<file path="src/rtl/mem2mem_xfer.sv">
// mem2mem_xfer: memory-to-memory transfer engine.
//   Fills memory A from a streamed input, copies every word into memory B through a
//   per-word transform (copy / negate / difference / saturating sum), then streams
//   memory B out over a valid/ready handshake and pulses Done when the last word leaves.
// Ports:
//   clock, Reset        single clock, synchronous active-high reset
//   DataInA, InValid    input stream; written while InReady (FILL) is high
//   InReady             high in FILL
//   Mode                transform select, captured when the last input word lands
//   DataOutB, OutValid  output stream from memory B (DRAIN)
//   OutReady            downstream accept
//   Busy                high in XFER or DRAIN
//   Done                one-cycle pulse after the final DRAIN handshake
module mem2mem_xfer #(
  parameter int unsigned DATA_W = 8,
  parameter int unsigned DEPTH  = 8,
  parameter int unsigned ADDR_W = 3
) (
  input  logic              clock,
  input  logic              Reset,
  input  logic [DATA_W-1:0] DataInA,
  input  logic              InValid,
  output logic              InReady,
  input  logic [1:0]        Mode,
  output logic [DATA_W-1:0] DataOutB,
  output logic              OutValid,
  input  logic              OutReady,
  output logic              Busy,
  output logic              Done
);

  typedef enum logic [1:0] {StFill, StXfer, StDrain} state_e;

  localparam logic [ADDR_W-1:0] LastAddr = ADDR_W'(DEPTH - 1);

  state_e            state_q;
  logic [ADDR_W-1:0] wp_q, xp_q, rp_q;
  logic [1:0]        mode_q;
  logic              in_ready_q, out_valid_q, busy_q, done_q;

  // Memory contents survive reset; only pointers and control are cleared.
  logic [DATA_W-1:0] mem_a [DEPTH];
  logic [DATA_W-1:0] mem_b [DEPTH];

  logic [DATA_W-1:0] prev_word;
  logic [DATA_W-1:0] xfer_word;

  function automatic logic [DATA_W-1:0] xform(input logic [1:0]        m,
                                              input logic [DATA_W-1:0] a,
                                              input logic [DATA_W-1:0] p);
    logic [DATA_W:0]   sum;
    logic [DATA_W-1:0] r;
    sum = {1'b0, a} + {1'b0, p};
    r   = a;
    case (m)
      2'b00:   r = a;
      2'b01:   r = (~a) + DATA_W'(1);
      2'b10:   r = a - p;
      default: r = sum[DATA_W] ? {DATA_W{1'b1}} : sum[DATA_W-1:0];
    endcase
    return r;
  endfunction

  always_comb begin
    prev_word = (xp_q == '0) ? '0 : mem_a[xp_q - ADDR_W'(1)];
    xfer_word = xform(mode_q, mem_a[xp_q], prev_word);
  end

  always_ff @(posedge clock) begin
    if (Reset) begin
      state_q     <= StFill;
      wp_q        <= '0;
      xp_q        <= '0;
      rp_q        <= '0;
      mode_q      <= 2'b00;
      in_ready_q  <= 1'b1;
      out_valid_q <= 1'b0;
      busy_q      <= 1'b0;
      done_q      <= 1'b0;
    end else begin
      done_q <= 1'b0;
      unique case (state_q)
        StFill: begin
          if (InValid) begin
            mem_a[wp_q] <= DataInA;
            wp_q        <= wp_q + ADDR_W'(1);  // wraps to 0 after the last word
            if (wp_q == LastAddr) begin
              mode_q     <= Mode;
              state_q    <= StXfer;
              in_ready_q <= 1'b0;
              busy_q     <= 1'b1;
            end
          end
        end
        StXfer: begin
          mem_b[xp_q] <= xfer_word;
          xp_q        <= xp_q + ADDR_W'(1);
          if (xp_q == LastAddr) begin
            state_q     <= StDrain;
            out_valid_q <= 1'b1;
          end
        end
        StDrain: begin
          if (OutReady) begin
            rp_q <= rp_q + ADDR_W'(1);
            if (rp_q == LastAddr) begin
              state_q     <= StFill;
              out_valid_q <= 1'b0;
              busy_q      <= 1'b0;
              in_ready_q  <= 1'b1;
              done_q      <= 1'b1;
            end
          end
        end
        default: begin
          state_q     <= StFill;
          in_ready_q  <= 1'b1;
          out_valid_q <= 1'b0;
          busy_q      <= 1'b0;
        end
      endcase
    end
  end

  assign InReady  = in_ready_q;
  assign OutValid = out_valid_q;
  assign Busy     = busy_q;
  assign Done     = done_q;
  assign DataOutB = mem_b[rp_q];

endmodule
</file>
<file path="config.mk">
export PLATFORM = sky130hd
export DESIGN_NAME = mem2mem_xfer
export DESIGN_NICKNAME = d
export VERILOG_FILES = /design/src/rtl/mem2mem_xfer.sv
export SDC_FILE = /design/constraint.sdc
export NUM_CORES = 1
export LEC_CHECK = 0
export CORE_UTILIZATION = 55
export DETAILED_ROUTE_END_ITERATION = 10
export PLACE_DENSITY = 0.83
export SYNTH_ARGS = -nofsm -noshare
export SYNTH_HDL_FRONTEND = slang
export SYNTH_SLANG_ARGS = --single-unit
</file>
<file path="constraint.sdc">
create_clock -name clock -period 5.56 [get_ports clock]
set_input_delay 1.112 -clock clock [delete_from_list [all_inputs] [get_ports clock]]
set_output_delay 1.112 -clock clock [all_outputs]
set_load 0.01 [all_outputs]
</file>
Figure 1. Cell outlines without signal wires.
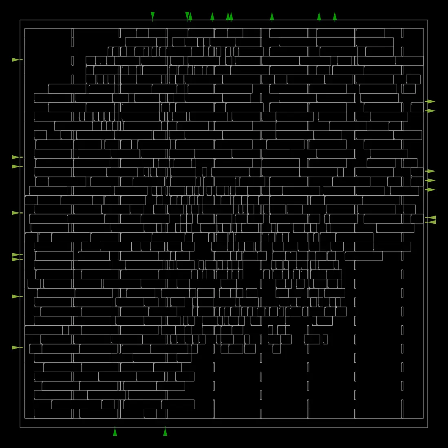
Tap Cells: 176
Layout Cells excl Fill: 733
fraction of area in registers: 50.2%

Figure 2. Cells coloured by class.
The bar under the picture is 20 um long. Fill, decap, tap and diode cells in grey.
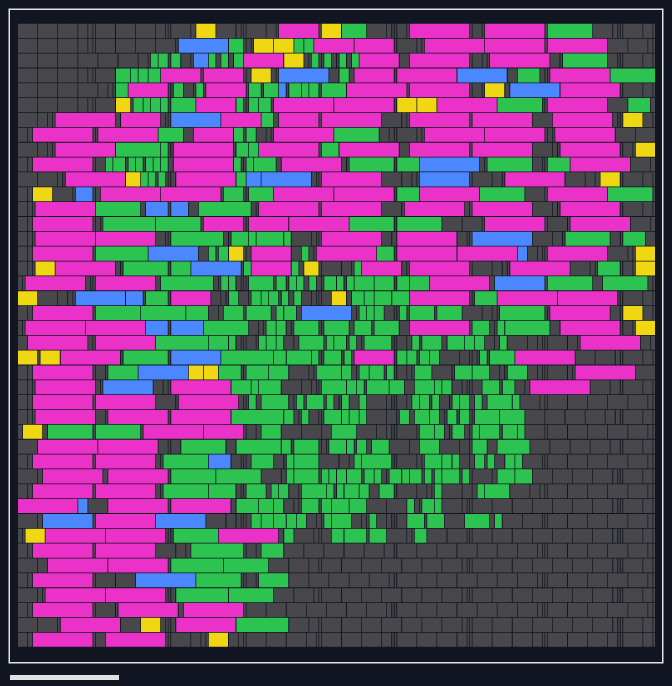
yellow -> remaining buffers and delay cells  # cells 32
green -> combinational and other logic  # cells 342
magenta -> sequential cells  # cells 151
blue -> clock drivers and dummy loads  # cells 32

==> results.cfg <==
; yosys + openroad results
[status]
status = complete, no violations

[timing]
fmax_mhz = 212
slew_viol_final = 0
final.setup.tns_ns = 0
tightest_slew_ns = 1.08
finalClockPeriodUsage_pct = 85.0
fin_skew_ns = 0.0145
fin_crit_ns = 4.73
maxSlewHeadroom_pct = 28.0
setup_ws_ns = 0.832
setup_viol_count_final = 0
timing.hold.ws_ns = 0.500
rsz0062_at_grt = no
hold_violations = 0

[yosys]
mux_area_share_pct = 20.3
synth.most_common_cell = edfxtp_1
syn_inst = 520
netlist_area_um2 = 7580
yosys.area.top_type = edfxtp_1
ys_sh_xor_pct = 0.924
yosys.stat.seqShare_pct = 56.8
synthDominantCellAreaShare_pct = 50.7
edf_count = 128
compound_area_share_pct = 7.01
ys_sh_adder_pct = 4.09
yosys_cells = 520
ys_sh_simple_pct = 7.64
syn-mean-instance-area_um2 = 14.6
flop_cell = edfxtp_1
yosysWarnings = 0
synth_cell_types = 64
ys_chip_area_um2 = 7580
ys.flops = 151
top_cells_by_area = edfxtp_1 (51%), mux4_2 (11%), dfxtp_1 (6.1%)
synthTopCellsByCount = edfxtp_1 (128), nor2_1 (45), mux4_2 (36), nand2_1 (32), ha_1 (24)
synthTopLogicFamily = multiplexers
async_flop_share_pct = 0
synthesis.nets = 558

[cells_and_area]
post-route-cell-area_um2 = 8570
n_antenna_cell = 0
fin_nets = 582
final_util_pct = 64.2
area_growth_pct = 13.0
drive_above_1_share_pct = 20.1

[grt]
grt-ovfl-total = 0
grt_pass1_wl_um = 26400
grt_max_degree = 26
grt_pass1_vias = 4785
grt_use_total_pct = 25.1
antenna_found_initial = 0

[worst_setup_path]
endpoint = mem_b[6][1]
cp_max_fo = 9
setup.worst_path.class = reg2reg
cp.arrival_ns = 4.82
cp.required_ns = 5.65
startpoint = xp_q[1]
r2r_slack_ns = 0.83
cp-start-kind = register
r2r-end = mem_b[6][1]
cp-end-kind = register
reg2reg_depth = 13
r2r-start = xp_q[1]

[cts]
cts_buffer_depth = 2
hold_buffers = 0
clkLatencyLatePin_ns = 0.43
clk_pin_slew_ns = 0.07
cts.sinks = 151
cts_root_buf = clkbuf_16
postCtsSetupBuffers = 0
htree_levels = 4
post_cts_resized = 0
cts_buffers = 17
cts_tree = yes

[place]
numPlacedInstances = 701
gp_congestion = 0.923
placed_cell_area_um2 = 7950
dpl.hpwl_um = 10900
pre_cts_slack_ns = 0.965
port_buffers = 25

[floorplanning]
fp_util_pct = 56.8
die_w_um = 119
die_h_um = 119
ios = 26
rows = 42
core_area_um2 = 13300
chip_area_um2 = 14300

[run]
tool_warnings = 34
drv_cap = 0

[worst_hold_path]
hold_path_class = reg2reg
hold_path_end = rp_q[1]
hold_path.startpoint = rp_q[1]
whs_path_depth = 2

[detailed_routing]
drt_wl_total_um = 16600
ant_nets = 0
num_vias = 4734
drtIter0Drc = 691
drcViolationCount = 0
vias_per_cell = 6.46
avgRoutedWirePerCell_um = 22.6
dr.pass1.iters = 5

[power_and_ir_drop]
power_w = 0.00254
vdd_drop_max_mv = 0.302
p_leak_nw = 2.90
power_density_nw_per_um2 = 297
-- critical path, cell delays in order (launching register included) --
cell	delay (ns)
dfxtp_1	0.42
inv_1	0.13
ha_1	0.55
mux4_2	0.38
mux2_2	0.28
nand2_1	0.07
o21ai_0	0.12
ha_1	0.47
nand2_1	0.09
a211oi_1	0.37
o22ai_1	0.24
o211ai_1	0.43
nor2_1	0.08
a221oi_1	0.77
-- layout make-up --
type	count	area, um2
repair buffers	32	303
clock buffers	18	429
inverters	23	86.3
multi-input cells	319	3030
flip-flops and latches	151	4300
well taps	176	220
clock inverters	14	191
fillers	957	4780
-- routing by layer --
metal	track usage (%)	vias to the layer above	share of wire, %
li1	-	2096	-
met1	32.3	2366	40
met2	41.2	229	50
met3	5.51	43	6.8
met4	10.7	0	2.6
met5	0	-	0
-- sequential cells by signal (all words and copies together) (netlist names), named ones only --
| name | cells |
|---|---|
| xp_q | 3 |
| state_q | 2 |
| mode_q | 2 |
| Busy | 1 |
| wp_q | 3 |
| InReady | 1 |
| mem_b | 64 |
| mem_a | 64 |
| OutValid | 1 |
| Done | 1 |
| rp_q | 3 |
-- power by group --
part / total (W) / internal, W / leakage, nW / switching [W]
Combinational: 0.0000824 / 0.0000325 / 1.26 / 0.0000499
Sequential: 0.00124 / 0.00123 / 1.34 / 0.00000484
Clock: 0.00122 / 0.000721 / 0.300 / 0.000500
-- cell usage in the layout, fill, tap and decap left out, drive strengths merged, types with 19 or more instances in the layout --
cell,netlist,routed
a21oi,22,22
mux4,48,48
clkdlybuf4s50,0,25
o21ai,19,19
nand2,32,32
edfxtp,128,128
inv,23,29
nor2,45,45
ha,24,24
mux2,20,20
dfxtp,23,23
Power is estimated from default activity; no workload was simulated.
